[config.mk]
export PLATFORM = sky130hd
export DESIGN_NAME = online_multiplier_v3_flat
export DESIGN_NICKNAME = d
export VERILOG_FILES = /design/src/rtl/online_multiplier_v3_if.sv /design/src/rtl/online_multiplier_v3.sv /design/src/flat_wrapper.sv
export SDC_FILE = /design/constraint.sdc
export NUM_CORES = 1
export LEC_CHECK = 0
export ABC_CLOCK_PERIOD_IN_PS = 14800
export CAP_MARGIN = 20
export CORE_MARGIN = 2
export CORE_UTILIZATION = 45
export CTS_BUF_LIST = sky130_fd_sc_hd__clkbuf_8
export DETAILED_ROUTE_END_ITERATION = 7
export DONT_BUFFER_PORTS = 1
export GPL_TIMING_DRIVEN = 0
export HOLD_SLACK_MARGIN = 0.06
export PLACE_DENSITY = 0.62
export SYNTH_ARGS = -nofsm -noshare
export SYNTH_HDL_FRONTEND = slang
export SYNTH_SLANG_ARGS = --single-unit
[constraint.sdc]
create_clock -name clk -period 14.8 [get_ports clk]
set_clock_uncertainty 0.1 [all_clocks]
set_input_delay 2.96 -clock clk [delete_from_list [all_inputs] [get_ports clk]]
set_output_delay 2.96 -clock clk [all_outputs]
set_load 0.1 [all_outputs]
[src/rtl/online_multiplier_v3_if.sv]
// Digit-stream interface of the online multiplier: start framing, input pair stream,
// product stream and status. master = producer/consumer side, slave = multiplier.
interface online_multiplier_v3_if;
   logic       start;
   logic       in_valid;
   logic       in_ready;
   logic [1:0] x_value;
   logic [1:0] y_value;
   logic       out_valid;
   logic       out_ready;
   logic [1:0] p_value;
   logic       out_last;
   logic       busy;
   logic       err;

   modport master (
      output start, in_valid, x_value, y_value, out_ready,
      input  in_ready, out_valid, p_value, out_last, busy, err
   );

   modport slave (
      input  start, in_valid, x_value, y_value, out_ready,
      output in_ready, out_valid, p_value, out_last, busy, err
   );
endinterface

[src/rtl/online_multiplier_v3.sv]
// Radix-2 MSD-first signed-digit multiplier with online delay DELTA.
// Define ONLINE_MULT_DIGIT_CHK_EN to build the sticky invalid-digit (11) flag on err.
module online_multiplier_v3 #(
   parameter int PRECISION = 64,
   parameter int DELTA     = 3,
   parameter int CNT_WIDTH = 9
) (
   input logic                  clk,
   input logic                  asyn_reset,
   online_multiplier_v3_if.slave bus
);
   localparam int XW = PRECISION + 2;
   localparam int WW = PRECISION + DELTA + 3;
   localparam int VW = WW + 2;
   localparam logic [CNT_WIDTH-1:0] P_C    = CNT_WIDTH'(PRECISION);
   localparam logic [CNT_WIDTH-1:0] D_C    = CNT_WIDTH'(DELTA);
   localparam logic [CNT_WIDTH-1:0] LAST_C = CNT_WIDTH'(PRECISION + DELTA);
   localparam logic [XW-1:0]        XONE_C = {{(XW-1){1'b0}}, 1'b1};
   localparam logic signed [VW-1:0] ONE_C  = {{(VW-1){1'b0}}, 1'b1} << (PRECISION + DELTA);
   localparam logic signed [VW-1:0] HALF_C = {{(VW-1){1'b0}}, 1'b1} << (PRECISION + DELTA - 1);
   localparam logic signed [VW-1:0] NHALF_C = -HALF_C;

   typedef enum logic [2:0] {
      ST_IDLE  = 3'd0,
      ST_LOAD  = 3'd1,
      ST_RUN   = 3'd2,
      ST_FLUSH = 3'd3,
      ST_DRAIN = 3'd4
   } state_e;

   function automatic logic digit_pos(input logic [1:0] d);
      return (d == 2'b01);
   endfunction

   function automatic logic digit_neg(input logic [1:0] d);
      return (d == 2'b10);
   endfunction

   function automatic logic signed [XW-1:0] scale_xw(input logic [XW-1:0] wt, input logic pos,
                                                     input logic neg);
      if (pos) begin
         return $signed(wt);
      end else if (neg) begin
         return -$signed(wt);
      end else begin
         return '0;
      end
   endfunction

   function automatic logic signed [VW-1:0] scale_vw(input logic signed [VW-1:0] a, input logic pos,
                                                     input logic neg);
      if (pos) begin
         return a;
      end else if (neg) begin
         return -a;
      end else begin
         return '0;
      end
   endfunction

   state_e                 state_q, state_d;
   logic [CNT_WIDTH-1:0]   cnt_q, cnt_d;
   logic signed [XW-1:0]   x_q, x_d, y_q, y_d;
   logic signed [WW-1:0]   w_q, w_d;
   logic                   out_valid_q, out_valid_d;
   logic [1:0]             p_value_q, p_value_d;
   logic                   out_last_q, out_last_d;
   logic                   busy_q, busy_d;

   logic [CNT_WIDTH-1:0]   k_s;
   logic                   need_in_s, emit_s, out_free_s, step_active_s, in_ready_s, fire_s;
   logic                   x_pos_s, x_neg_s, y_pos_s, y_neg_s, p_pos_s, p_neg_s;
   logic [XW-1:0]          wt_s;
   logic signed [XW-1:0]   x_new_s, y_new_s;
   logic signed [VW-1:0]   v_s;
   logic signed [WW-1:0]   w_new_s;

   // Datapath for the step at index k = cnt+1: operand append, residual and digit selection
   always_comb begin
      k_s           = cnt_q + CNT_WIDTH'(1);
      need_in_s     = (k_s <= P_C);
      emit_s        = (k_s > D_C);
      out_free_s    = !out_valid_q || bus.out_ready;
      step_active_s = (state_q == ST_LOAD) || (state_q == ST_RUN) || (state_q == ST_FLUSH);
      in_ready_s    = step_active_s && need_in_s && (!emit_s || out_free_s);
      if (need_in_s) begin
         fire_s = bus.in_valid && in_ready_s;
      end else begin
         fire_s = step_active_s && (!emit_s || out_free_s);
      end
      // Code 11 decodes to neither flag, so it contributes as digit 0.
      x_pos_s = need_in_s && digit_pos(bus.x_value);
      x_neg_s = need_in_s && digit_neg(bus.x_value);
      y_pos_s = need_in_s && digit_pos(bus.y_value);
      y_neg_s = need_in_s && digit_neg(bus.y_value);
      if (need_in_s) begin
         wt_s = XONE_C << (P_C - k_s);
      end else begin
         wt_s = '0;
      end
      y_new_s = y_q + scale_xw(wt_s, y_pos_s, y_neg_s);
      x_new_s = x_q + scale_xw(wt_s, x_pos_s, x_neg_s);
      // The 2^-DELTA scaling lines operand LSBs up with residual LSBs, so no shift is needed.
      v_s = (VW'(w_q) <<< 1) + scale_vw(VW'(y_new_s), x_pos_s, x_neg_s)
            + scale_vw(VW'(x_q), y_pos_s, y_neg_s);
      p_pos_s = 1'b0;
      p_neg_s = 1'b0;
      if (emit_s) begin
         if (v_s >= HALF_C) begin
            p_pos_s = 1'b1;
         end else if (v_s < NHALF_C) begin
            p_neg_s = 1'b1;
         end else begin
            p_pos_s = 1'b0;
         end
      end else begin
         p_pos_s = 1'b0;
      end
      w_new_s = WW'(v_s - scale_vw(ONE_C, p_pos_s, p_neg_s));
   end

   // Next-state, operand/residual update and output register control
   always_comb begin
      state_d     = state_q;
      cnt_d       = cnt_q;
      x_d         = x_q;
      y_d         = y_q;
      w_d         = w_q;
      out_valid_d = out_valid_q;
      p_value_d   = p_value_q;
      out_last_d  = out_last_q;
      if (out_valid_q && bus.out_ready) begin
         out_valid_d = 1'b0;
         out_last_d  = 1'b0;
      end else begin
         out_valid_d = out_valid_q;
      end
      case (state_q)
         ST_IDLE: begin
            if (bus.start) begin
               state_d = ST_LOAD;
               cnt_d   = '0;
               x_d     = '0;
               y_d     = '0;
               w_d     = '0;
            end else begin
               state_d = ST_IDLE;
            end
         end
         ST_LOAD, ST_RUN, ST_FLUSH: begin
            if (fire_s) begin
               cnt_d = k_s;
               x_d   = x_new_s;
               y_d   = y_new_s;
               w_d   = w_new_s;
               if (emit_s) begin
                  out_valid_d = 1'b1;
                  p_value_d   = {p_neg_s, p_pos_s};
                  out_last_d  = (k_s == LAST_C);
               end else begin
                  out_valid_d = out_valid_d;
               end
               if (k_s == LAST_C) begin
                  state_d = ST_DRAIN;
               end else if ((k_s >= P_C) && (k_s >= D_C)) begin
                  state_d = ST_FLUSH;
               end else if (k_s >= D_C) begin
                  state_d = ST_RUN;
               end else begin
                  state_d = ST_LOAD;
               end
            end else begin
               state_d = state_q;
            end
         end
         ST_DRAIN: begin
            if (out_valid_q && bus.out_ready) begin
               state_d = ST_IDLE;
            end else begin
               state_d = ST_DRAIN;
            end
         end
         default: begin
            state_d = ST_IDLE;
         end
      endcase
      busy_d = (state_d != ST_IDLE);
   end

   // State, datapath and output registers
   always_ff @(posedge clk or negedge asyn_reset) begin
      if (!asyn_reset) begin
         state_q     <= ST_IDLE;
         cnt_q       <= '0;
         x_q         <= '0;
         y_q         <= '0;
         w_q         <= '0;
         out_valid_q <= 1'b0;
         p_value_q   <= 2'b00;
         out_last_q  <= 1'b0;
         busy_q      <= 1'b0;
      end else begin
         state_q     <= state_d;
         cnt_q       <= cnt_d;
         x_q         <= x_d;
         y_q         <= y_d;
         w_q         <= w_d;
         out_valid_q <= out_valid_d;
         p_value_q   <= p_value_d;
         out_last_q  <= out_last_d;
         busy_q      <= busy_d;
      end
   end

`ifdef ONLINE_MULT_DIGIT_CHK_EN
   function automatic logic digit_bad(input logic [1:0] d);
      return (d == 2'b11);
   endfunction

   logic err_q, err_d;

   // Sticky flag for an accepted 11-coded digit, cleared by an accepted start
   always_comb begin
      if ((state_q == ST_IDLE) && bus.start) begin
         err_d = 1'b0;
      end else if (bus.in_valid && in_ready_s && (digit_bad(bus.x_value) || digit_bad(bus.y_value))) begin
         err_d = 1'b1;
      end else begin
         err_d = err_q;
      end
   end

   // Error flag register
   always_ff @(posedge clk or negedge asyn_reset) begin
      if (!asyn_reset) begin
         err_q <= 1'b0;
      end else begin
         err_q <= err_d;
      end
   end

   assign bus.err = err_q;
`else
   assign bus.err = 1'b0;
`endif

   assign bus.in_ready  = in_ready_s;
   assign bus.out_valid = out_valid_q;
   assign bus.p_value   = p_value_q;
   assign bus.out_last  = out_last_q;
   assign bus.busy      = busy_q;
endmodule

[src/flat_wrapper.sv]
// flat-port wrapper written by rule: the top's interface ports become plain ports
module online_multiplier_v3_flat 
#(
   parameter int PRECISION = 64,
   parameter int DELTA     = 3,
   parameter int CNT_WIDTH = 9
)
  (clk, asyn_reset, bus_start, bus_in_valid, bus_x_value, bus_y_value, bus_out_ready, bus_in_ready, bus_out_valid, bus_p_value, bus_out_last, bus_busy, bus_err);
  online_multiplier_v3_if bus_i ();
  input logic clk;
  input logic asyn_reset;
  input wire logic [$bits(bus_i.start)-1:0] bus_start;
  input wire logic [$bits(bus_i.in_valid)-1:0] bus_in_valid;
  input wire logic [$bits(bus_i.x_value)-1:0] bus_x_value;
  input wire logic [$bits(bus_i.y_value)-1:0] bus_y_value;
  input wire logic [$bits(bus_i.out_ready)-1:0] bus_out_ready;
  output wire logic [$bits(bus_i.in_ready)-1:0] bus_in_ready;
  output wire logic [$bits(bus_i.out_valid)-1:0] bus_out_valid;
  output wire logic [$bits(bus_i.p_value)-1:0] bus_p_value;
  output wire logic [$bits(bus_i.out_last)-1:0] bus_out_last;
  output wire logic [$bits(bus_i.busy)-1:0] bus_busy;
  output wire logic [$bits(bus_i.err)-1:0] bus_err;
  assign bus_i.start = bus_start;
  assign bus_i.in_valid = bus_in_valid;
  assign bus_i.x_value = bus_x_value;
  assign bus_i.y_value = bus_y_value;
  assign bus_i.out_ready = bus_out_ready;
  assign bus_in_ready = bus_i.in_ready;
  assign bus_out_valid = bus_i.out_valid;
  assign bus_p_value = bus_i.p_value;
  assign bus_out_last = bus_i.out_last;
  assign bus_busy = bus_i.busy;
  assign bus_err = bus_i.err;
  online_multiplier_v3 #(.PRECISION(PRECISION), .DELTA(DELTA), .CNT_WIDTH(CNT_WIDTH)) u_core (.clk(clk), .asyn_reset(asyn_reset), .bus(bus_i));
endmodule
Fig. 1: cell outlines without signal wires
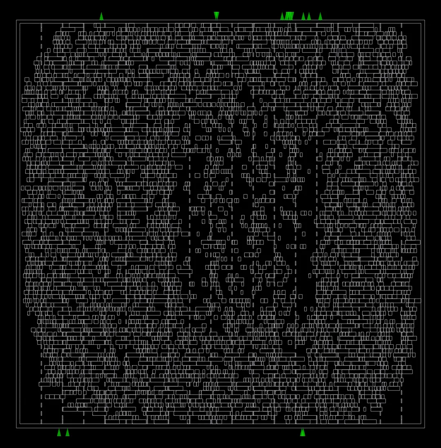
Rows: 96
Post-Layout Cell Count: 5293

Fig. 2: routed clock nets over the placement
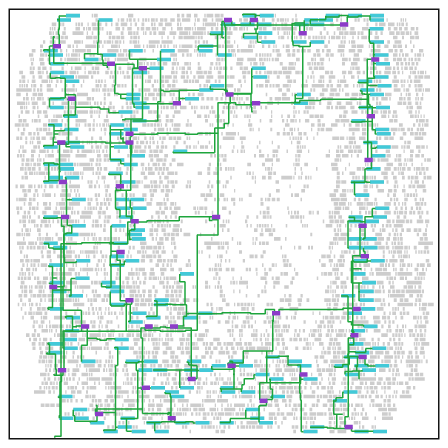
[cyan] flip-flops | count: 219
[green] clock wires | length: 4500 µm
[purple] cells driving clock nets | count: 43
flops lie: spread over the die
routed clock nets: 44
Late-Pin Clk Latency: 0.67 ns

==> run_results.csv <==
group,metric,value,unit
run_status,status,"finished, final reports clean",
cells_and_area,layout_top_cells,"o21ai_0 (416), nand2_1 (415), a21oi_1 (353)",
grt,grtUsageTotal,39.16,%
cells_and_area,inverters_excl_clock,278,
critical_path,r2r_cells,58,
logic_synthesis,logic_family,"AND-OR/OR-AND gates",
logic_synthesis,topCellsByArea,"dfrtp_1 (18%), ha_1 (8.4%), o21ai_0 (6.8%)",
final_timing,fin_ws,0.2949,ns
critical_path,crit_arrival,14.92,ns
critical_path,slowest_delay,0.54,ns
logic_synthesis,ff_type,"dfrtp_1",
logic_synthesis,ys_sh_simple,23.51,%
critical_path,startpoint_type,"input pin",
logic_synthesis,mux_share,0.5144,%
cells_and_area,seq_area,5480,µm²
cells_and_area,nets,4666,
cells_and_area,nClkBuffers,49,
placed_design,io_buffers,0,
drt,maxUsedRoutingLayer,"met5",
cells_and_area,sh_comb_area,71.19,%
grt,antenna_found_initial,6,
logic_synthesis,ys_ff,219,
clock_network,numCtsBuffers,43,
final_timing,drv_slew,0,
job,tool_warnings,31,
critical_path,reg2reg_setup_slack,0.42,ns
logic_synthesis,syn_area,30890,µm²
grt,met3_usage,10.38,%
logic_synthesis,avgSynthCellArea,7.172,µm²
critical_path,r2r_start,"u_core.cnt_q[0]",
drt,drt-total-wl,141200,µm
logic_synthesis,synthAoiAreaFrac,30.66,%
final_timing,hold_viol_final,0,
cells_and_area,num-multi-input-gates,3560,
critical_path,crit_start,"bus_y_value[0]",
clock_network,clock-sinks,219,
critical_path,path_depth,46,
logic_synthesis,edf_count,0,
drt,num_vias,34280,
grt,grt_pass1_vias,31530,
placed_design,place_area,32120,µm²
drt,drcViolationCount,0,
critical_path,crit_end,"u_core.w_q[69]",
final_timing,whs,0.3983,ns
